### src/rtl/aes_pkg.sv
// Shared AES definitions: field constants, engine FSM states and
// constant-coefficient GF(2^8) multipliers.
package aes_pkg;

   localparam int           NB       = 4;
   localparam int           BYTE_W   = 8;
   localparam logic [7:0]   AES_POLY = 8'h1B;

   typedef enum logic [1:0] {
      ST_IDLE = 2'd0,
      ST_BUSY = 2'd1,
      ST_DONE = 2'd2
   } fsm_state_e;

   // Multiply by x modulo x^8+x^4+x^3+x+1.
   function automatic logic [7:0] xtime(input logic [7:0] b);
      return {b[6:0], 1'b0} ^ (b[7] ? AES_POLY : 8'h00);
   endfunction

   // Only the coefficients used by (Inv)MixColumns; anything else passes through.
   function automatic logic [7:0] gmul_const(input logic [7:0] b, input logic [3:0] coeff);
      logic [7:0] x2, x4, x8, res;
      x2 = xtime(b);
      x4 = xtime(x2);
      x8 = xtime(x4);
      case (coeff)
         4'h2:    res = x2;
         4'h3:    res = x2 ^ b;
         4'h9:    res = x8 ^ b;
         4'hB:    res = x8 ^ x2 ^ b;
         4'hD:    res = x8 ^ x4 ^ b;
         4'hE:    res = x8 ^ x4 ^ x2;
         default: res = b;
      endcase
      return res;
   endfunction

endpackage

### src/rtl/mix_column_unit.sv
// Combinational transform of one 32-bit state column, forward or inverse
// selected by i_inv_mode.
module mix_column_unit
   import aes_pkg::*;
(
   input  logic [NB*BYTE_W-1:0] i_col,
   input  logic                 i_inv_mode,
   output logic [NB*BYTE_W-1:0] o_col
);

   logic [BYTE_W-1:0] w_a [NB];

   for (genvar r = 0; r < NB; r++) begin : g_row
      assign w_a[r] = i_col[BYTE_W*r +: BYTE_W];

      // Row r uses the row-0 coefficient vector rotated right by r.
      assign o_col[BYTE_W*r +: BYTE_W] = i_inv_mode
         ? (gmul_const(w_a[r], 4'hE)          ^ gmul_const(w_a[(r+1)%NB], 4'hB) ^
            gmul_const(w_a[(r+2)%NB], 4'hD)   ^ gmul_const(w_a[(r+3)%NB], 4'h9))
         : (gmul_const(w_a[r], 4'h2)          ^ gmul_const(w_a[(r+1)%NB], 4'h3) ^
            w_a[(r+2)%NB]                     ^ w_a[(r+3)%NB]);
   end

endmodule

### src/rtl/mix_columns_seq.sv
// Sequential (Inv)MixColumns engine: transforms COLS_PER_CYC columns of a
// captured 128-bit state per cycle, with valid/ready on both sides.
module mix_columns_seq
   import aes_pkg::*;
#(
   parameter int COLS_PER_CYC = 1,
   parameter int OUT_REG      = 1
) (
   input  logic         clk,
   input  logic         rst_n,
   input  logic         in_valid,
   output logic         in_ready,
   input  logic         inv_mode,
   input  logic [127:0] data_in,
   output logic         out_valid,
   input  logic         out_ready,
   output logic [127:0] data_out,
   output logic         busy
);

   localparam int         COL_W    = NB * BYTE_W;
   localparam logic [1:0] LAST_CNT = 2'(NB - COLS_PER_CYC);
   localparam logic [1:0] CNT_STEP = 2'(COLS_PER_CYC);

   if (COLS_PER_CYC != 1 && COLS_PER_CYC != 2 && COLS_PER_CYC != 4) begin : g_bad_cpc
      $error("mix_columns_seq: COLS_PER_CYC must be 1, 2 or 4");
   end

   fsm_state_e   r_fsm, w_fsm_nxt;
   logic [1:0]   r_cnt;
   logic         r_mode;
   logic [127:0] r_state;
   logic [127:0] w_merged;
   logic         w_last;
   logic         w_capture;

   logic [1:0]       w_col_idx [COLS_PER_CYC];
   logic [COL_W-1:0] w_col_in  [COLS_PER_CYC];
   logic [COL_W-1:0] w_col_out [COLS_PER_CYC];

   for (genvar k = 0; k < COLS_PER_CYC; k++) begin : g_col
      assign w_col_idx[k] = r_cnt + 2'(k);
      assign w_col_in[k]  = r_state[{w_col_idx[k], 5'd0} +: COL_W];

      mix_column_unit u_mix_column_unit (
         .i_col      (w_col_in[k]),
         .i_inv_mode (r_mode),
         .o_col      (w_col_out[k])
      );
   end

   // Working state with the current column group replaced by its transform.
   always_comb begin
      w_merged = r_state;
      for (int k = 0; k < COLS_PER_CYC; k++) begin
         w_merged[{w_col_idx[k], 5'd0} +: COL_W] = w_col_out[k];
      end
   end

   assign w_last = (r_fsm == ST_BUSY) && (r_cnt == LAST_CNT);

   // NOTE: sequential state uses non-blocking assignments so every register
   // samples pre-edge values regardless of process evaluation order.
   always_ff @(posedge clk or negedge rst_n) begin
      if (!rst_n) begin
         r_fsm <= ST_IDLE;
      end else begin
         r_fsm <= w_fsm_nxt;
      end
   end

   // NOTE: every output of this block is given a default first, so no path
   // through the case statement can leave a value held and infer a latch.
   always_comb begin
      w_fsm_nxt = r_fsm;
      in_ready  = 1'b0;
      out_valid = 1'b0;
      w_capture = 1'b0;
      case (r_fsm)
         ST_IDLE: begin
            in_ready = rst_n;
            if (in_valid) begin
               w_capture = 1'b1;
               w_fsm_nxt = ST_BUSY;
            end
         end
         ST_BUSY: begin
            if (w_last) begin
               if (OUT_REG == 0) begin
                  out_valid = 1'b1;
                  w_fsm_nxt = out_ready ? ST_IDLE : ST_DONE;
               end else begin
                  w_fsm_nxt = ST_DONE;
               end
            end
         end
         ST_DONE: begin
            out_valid = 1'b1;
            in_ready  = out_ready & rst_n;
            if (out_ready) begin
               if (in_valid) begin
                  w_capture = 1'b1;
                  w_fsm_nxt = ST_BUSY;
               end else begin
                  w_fsm_nxt = ST_IDLE;
               end
            end
         end
         default: w_fsm_nxt = ST_IDLE;
      endcase
   end

   // NOTE: the datapath registers are reset too, so data_out reads 0 after
   // reset and an aborted transaction leaves nothing visible behind.
   always_ff @(posedge clk or negedge rst_n) begin
      if (!rst_n) begin
         r_state <= '0;
         r_mode  <= 1'b0;
         r_cnt   <= 2'd0;
      end else if (w_capture) begin
         r_state <= data_in;
         r_mode  <= inv_mode;
         r_cnt   <= 2'd0;
      end else if (r_fsm == ST_BUSY) begin
         r_state <= w_merged;
         r_cnt   <= w_last ? 2'd0 : r_cnt + CNT_STEP;
      end
   end

   assign busy     = (r_fsm != ST_IDLE);
   assign data_out = (OUT_REG == 0 && w_last) ? w_merged : r_state;

endmodule

### config.mk
export PLATFORM = sky130hd
export DESIGN_NAME = mix_columns_seq
export DESIGN_NICKNAME = d
export VERILOG_FILES = /design/src/rtl/aes_pkg.sv /design/src/rtl/mix_column_unit.sv /design/src/rtl/mix_columns_seq.sv
export SDC_FILE = /design/constraint.sdc
export NUM_CORES = 1
export LEC_CHECK = 0
export CAP_MARGIN = 20
export CORE_MARGIN = 1.5
export CORE_UTILIZATION = 52
export DETAILED_ROUTE_END_ITERATION = 8
export PLACE_DENSITY = 0.86
export SLEW_MARGIN = 20
export SYNTH_ARGS = -nofsm -noshare
export SYNTH_HDL_FRONTEND = slang
export SYNTH_SLANG_ARGS = --single-unit
### constraint.sdc
create_clock -name clk -period 8.8 [get_ports clk]
set_input_delay 1.76 -clock clk [delete_from_list [all_inputs] [get_ports clk]]
set_output_delay 1.76 -clock clk [all_outputs]
set_load 0.02 [all_outputs]
==> impl_metrics.tcl, run 1 <==
# flow metrics
set metrics [dict create \
    status "complete, no violations" \
    final_nets 1138 \
    finalHoldViolCount 0 \
    fin_cells 1229 \
    lay_top_count "clkdlybuf4s50_1" \
    ys_cells 772 \
    cts-root-buf "clkbuf_16" \
    postRouteAntennaNets 0 \
    comb_cells 569 \
    crit_start "out_ready" \
    grtUsageMet2 0.582 \
    arrival_ns 3.23 \
    dr.max_layer_used "met4" \
    async_flop_share 1.00 \
    wl_per_cell_um 24.6 \
    syn_to_final_growth_pct 39.7 \
    h-tree-depth 4 \
    synthXorXnorAreaFrac 0.259 \
    largest_class "multi-input combinational cells" \
    drc 0 \
    met1_length_um 11500 \
    post_cts.repair.setup_buffers 0 \
    worst-path-buf-inv 2 \
    cts_buffers 17 \
    regArea_mm2 0.00333 \
    netlist_area_mm2 0.00861 \
    hold_buffers 0 \
    synthCells 772 \
    synthAdderAreaFrac 0.00727 \
    grt_pass1_vias 8056 \
    clk_pin_slew_ns 0.06 \
    r2r_cells 9 \
    yosys_area_mm2 0.00861 \
    routed_wirelength_um 30200 \
    warning_count 30 \
    num-fill-cells 1020 \
    period_used_share 0.567 \
    ys_ff 133 \
    rsz0062_at_grt "no" \
    crit_path_end_kind "output pin" \
    cts_sinks 133 \
    fp_util 0.536 \
    edf_count 0 \
    cts_tree "built" \
    ys_sh_mux 0.0897 \
    tns_ns 0 \
    syn_nets 910 \
    grt_pass1_wl_um 46400 \
    grt_overflow_total 0 \
    drive_above_1_share 0.107 \
    dieArea_mm2 0.0173 \
    n_clock_buffer 18 \
    synth_area_per_cell_um2 11.2 \
    cap_violations 0 \
    antenna_found_initial 0 \
    inverters 2 \
    final_max_slew_viol_count 0 \
    dp.cells 1193 \
    num_vias 7699 \
    finalWorstSetupSlack_ns 3.81 \
    grt_util_met1 0.441 \
    r2r_start "r_cnt[0]" \
    path_depth 5 \
    ys_types 34 \
    hp-class "register to register" \
    wl_met3_um 2510 \
    post_cts_resized 0 \
    grt_util_met3 0.0721 \
    post-synth-top-area-cell "dfrtp_1" \
    via_per_inst 6.26 \
    grt_use_total 0.353 \
    hpwl_um 20400 \
    final_layout_top_logic_cells "clkdlybuf4s50_1 (262), xnor2_1 (148), dfrtp_1 (131)" \
    reg2reg_slack_ns 4.55 \
    ios 264 \
    synth_top_flop_cell "dfrtp_1" \
    insertedDiodeCount 0 \
    common_cells "xnor2_1 (148), dfrtp_1 (133), a22oi_1 (128), o21ai_0 (71), o21ai_1 (58)" \
    r2r-end "data_out[110]" \
    area_share_nonclk_buffers 0.234 \
    wl_met2_um 15000 \
    yosysMostFrequentCell "xnor2_1" \
    hold_ws_ns 0.534 \
]
==> run 1: registers in the layout (all words and copies together) (netlist names) <==
| register | flops |
|---|---|
| data_out | 128 |
| r_cnt | 2 |
| r_fsm | 2 |
| r_mode | 1 |
==> run 1: worst min-delay path by stage <==
stage | from | end | slack, ns | cells past startpoint
2_1_floorplan | r_fsm[0] | r_fsm[1] | 0.51 | 1
3_3_place_gp | data_out[95] | data_out[95] | 0.51 | 2
3_5_place_dp | data_out[56] | data_out[56] | 0.52 | 2
4_1_cts | data_out[56] | data_out[56] | 0.53 | 2
5_1_grt | data_out[98] | data_out[98] | 0.56 | 2
6_report | data_out[56] | data_out[56] | 0.53 | 2
==> run 1: worst min-delay path: stages, from the launching register on <==
cell	delay [ns]
dfrtp_1	0.36
a22oi_1	0.07
o21ai_0	0.07
**Run 1: power grid**

Bar = 50 um. Pins as bars on the die edge.
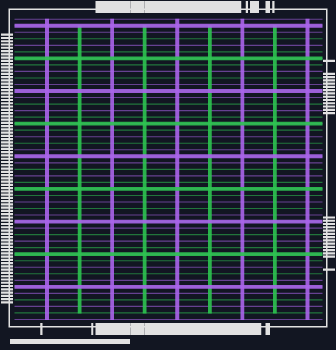
legend:
  VDD:
    color: green
  VSS:
    color: purple
rows: 46
met1 rails: 47
Die X: 132 um
core area: 0.0161 mm^2

**Run 1: cells colored by class**

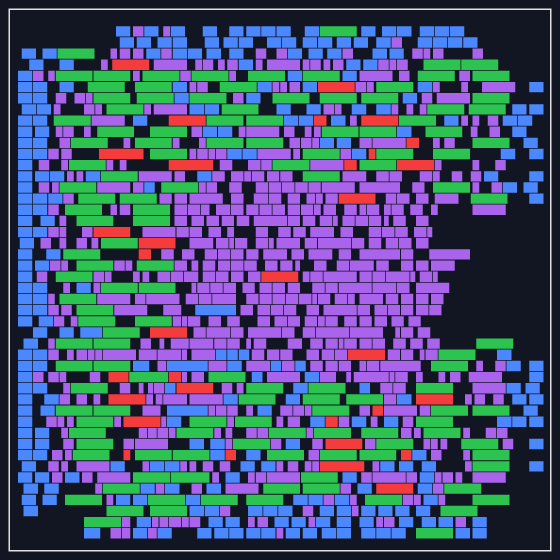
legend:
  remaining buffers and delay cells:
    color: blue
    cells: 277
    share_of_their_area: 24%
  clock drivers and dummy loads:
    color: red
    cells: 32
    share_of_their_area: 5.2%
  registers:
    color: green
    cells: 133
    share_of_their_area: 28%
  remaining logic cells:
    color: purple
    cells: 571
    share_of_their_area: 43%
Seq area share: 0.277
Final Cell Area: 0.0120 mm^2
final core occ: 0.749

**Run 1: clock network drawn from the DEF**

Bar = 50 um.
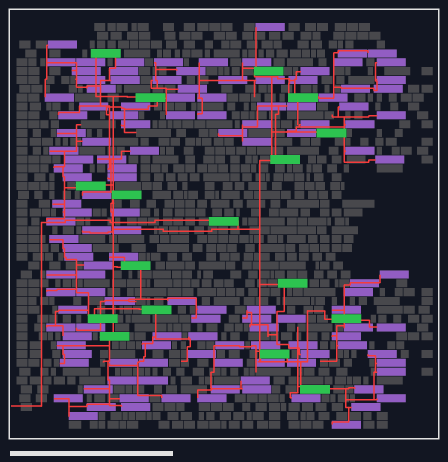
legend:
  clock wires:
    color: red
    length: 1,670 um
  clock-net drivers:
    color: green
    count: 17
  flip-flops:
    color: purple
    count: 133
flops lie: spread over the die
clock skew: 0.00736 ns
Latency at later pin: 0.43 ns

==> run 2: changes to the inputs <==
CORE_UTILIZATION = 48   (was 52)
PLACE_DENSITY = 0.8   (was 0.86)
clock period = 4.8 ns   (was 8.8 ns; I/O delays follow)
**Run 2: clock network drawn from the DEF**

Bar = 50 um.
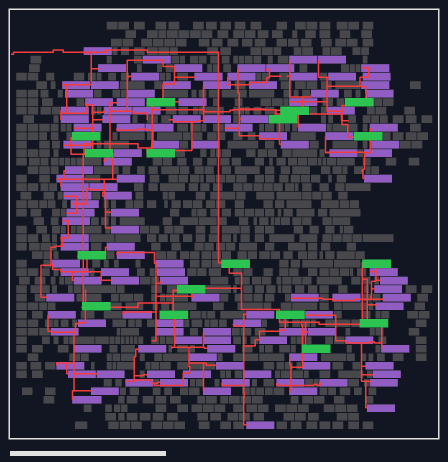
legend:
  clock wires:
    color: red
    length: 1,680 um
  flip-flops:
    color: purple
    count: 133
  clock-net drivers:
    color: green
    count: 17
flops lie: spread over the die
clock skew: 0.0110 ns

==> impl_metrics.tcl, run 2 <==
# flow metrics
set metrics [dict create \
    dp.cells 1210 \
    hp-class "register to register" \
    grt_pass1_vias 7784 \
    ys_ff 133 \
    r2r_start "r_cnt[0]" \
    hold_depth 1 \
    yosysMostFrequentCell "xnor2_1" \
    arrival_ns 4.07 \
    antenna_found_initial 0 \
    core-area_mm2 0.0174 \
    cts_buffers 17 \
    post_cts_resized 0 \
    largest_reg_flops 128 \
    async_flop_share 1.00 \
    dieArea_mm2 0.0188 \
    via_per_inst 6.20 \
    crit_path_end_kind "register" \
    edf_count 0 \
    drc 0 \
    common_cells "xnor2_1 (148), dfrtp_1 (133), a22oi_1 (128), o21ai_0 (71), o21ai_1 (58)" \
    status "complete, no violations" \
    reg2reg_slack_ns 1.02 \
    syn_nets 910 \
    ys_cells 772 \
    synth_area_per_cell_um2 11.2 \
    clk_pin_slew_ns 0.06 \
    synth_top_flop_cell "dfrtp_1" \
    period_used_share 0.788 \
    hold_start "r_mode" \
    finalWorstSetupSlack_ns 1.02 \
    final_layout_top_logic_cells "clkdlybuf4s50_1 (262), xnor2_1 (148), dfrtp_1 (131)" \
    warning_count 30 \
    netlist_area_mm2 0.00861 \
    lay_top_count "clkdlybuf4s50_1" \
    fp_util 0.494 \
    worst-path-buf-inv 1 \
    crit_start "r_cnt[0]" \
    grtUsageMet2 0.539 \
    synthCells 772 \
    grt_pass1_wl_um 45500 \
    fp.dieW_um 137 \
    drive_above_1_share 0.109 \
    routed_wirelength_um 30400 \
    final_max_slew_viol_count 0 \
    synthXorXnorAreaFrac 0.259 \
    whs_endpoint "r_mode" \
    post-synth-top-area-cell "dfrtp_1" \
    grt_util_met3 0.0656 \
    cts-root-buf "clkbuf_16" \
    syn_to_final_growth_pct 38.9 \
    finalHoldViolCount 0 \
    path_depth 9 \
    grt_use_total 0.330 \
    h-tree-depth 4 \
    synthAdderAreaFrac 0.00727 \
    num-fill-cells 1288 \
    rsz0062_at_grt "no" \
    ys_sh_mux 0.0897 \
    hpwl_um 21900 \
    clk_latency_ns 0.43 \
]
**Run 2: clock nets**

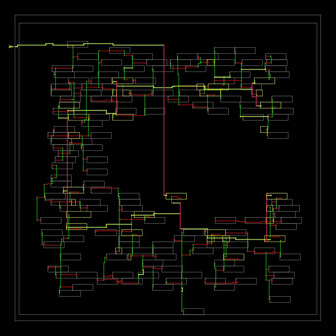
clk_buf instances: 19
Sink Count: 133

-- run 2: cell counts after synthesis --
No cell type changed its count.
-- run 2: final cells by class --
class	instances	area share
multi-input combinational	569	0.417
inverter	2	0.000628
timing repair buffer	281	0.233
tap	225	0.0235
clock inverter	13	0.0104
clock buffer	19	0.0370
sequential	133	0.278
-- run 2: routing by layer --
layer / share of wire / wire [um] / vias to the layer above
li1: - / - / 3287
met1: 0.38 / 11700 / 3810
met2: 0.49 / 14900 / 530
met3: 0.092 / 2800 / 77
met4: 0.032 / 967 / 0
met5: 0 / 0 / -
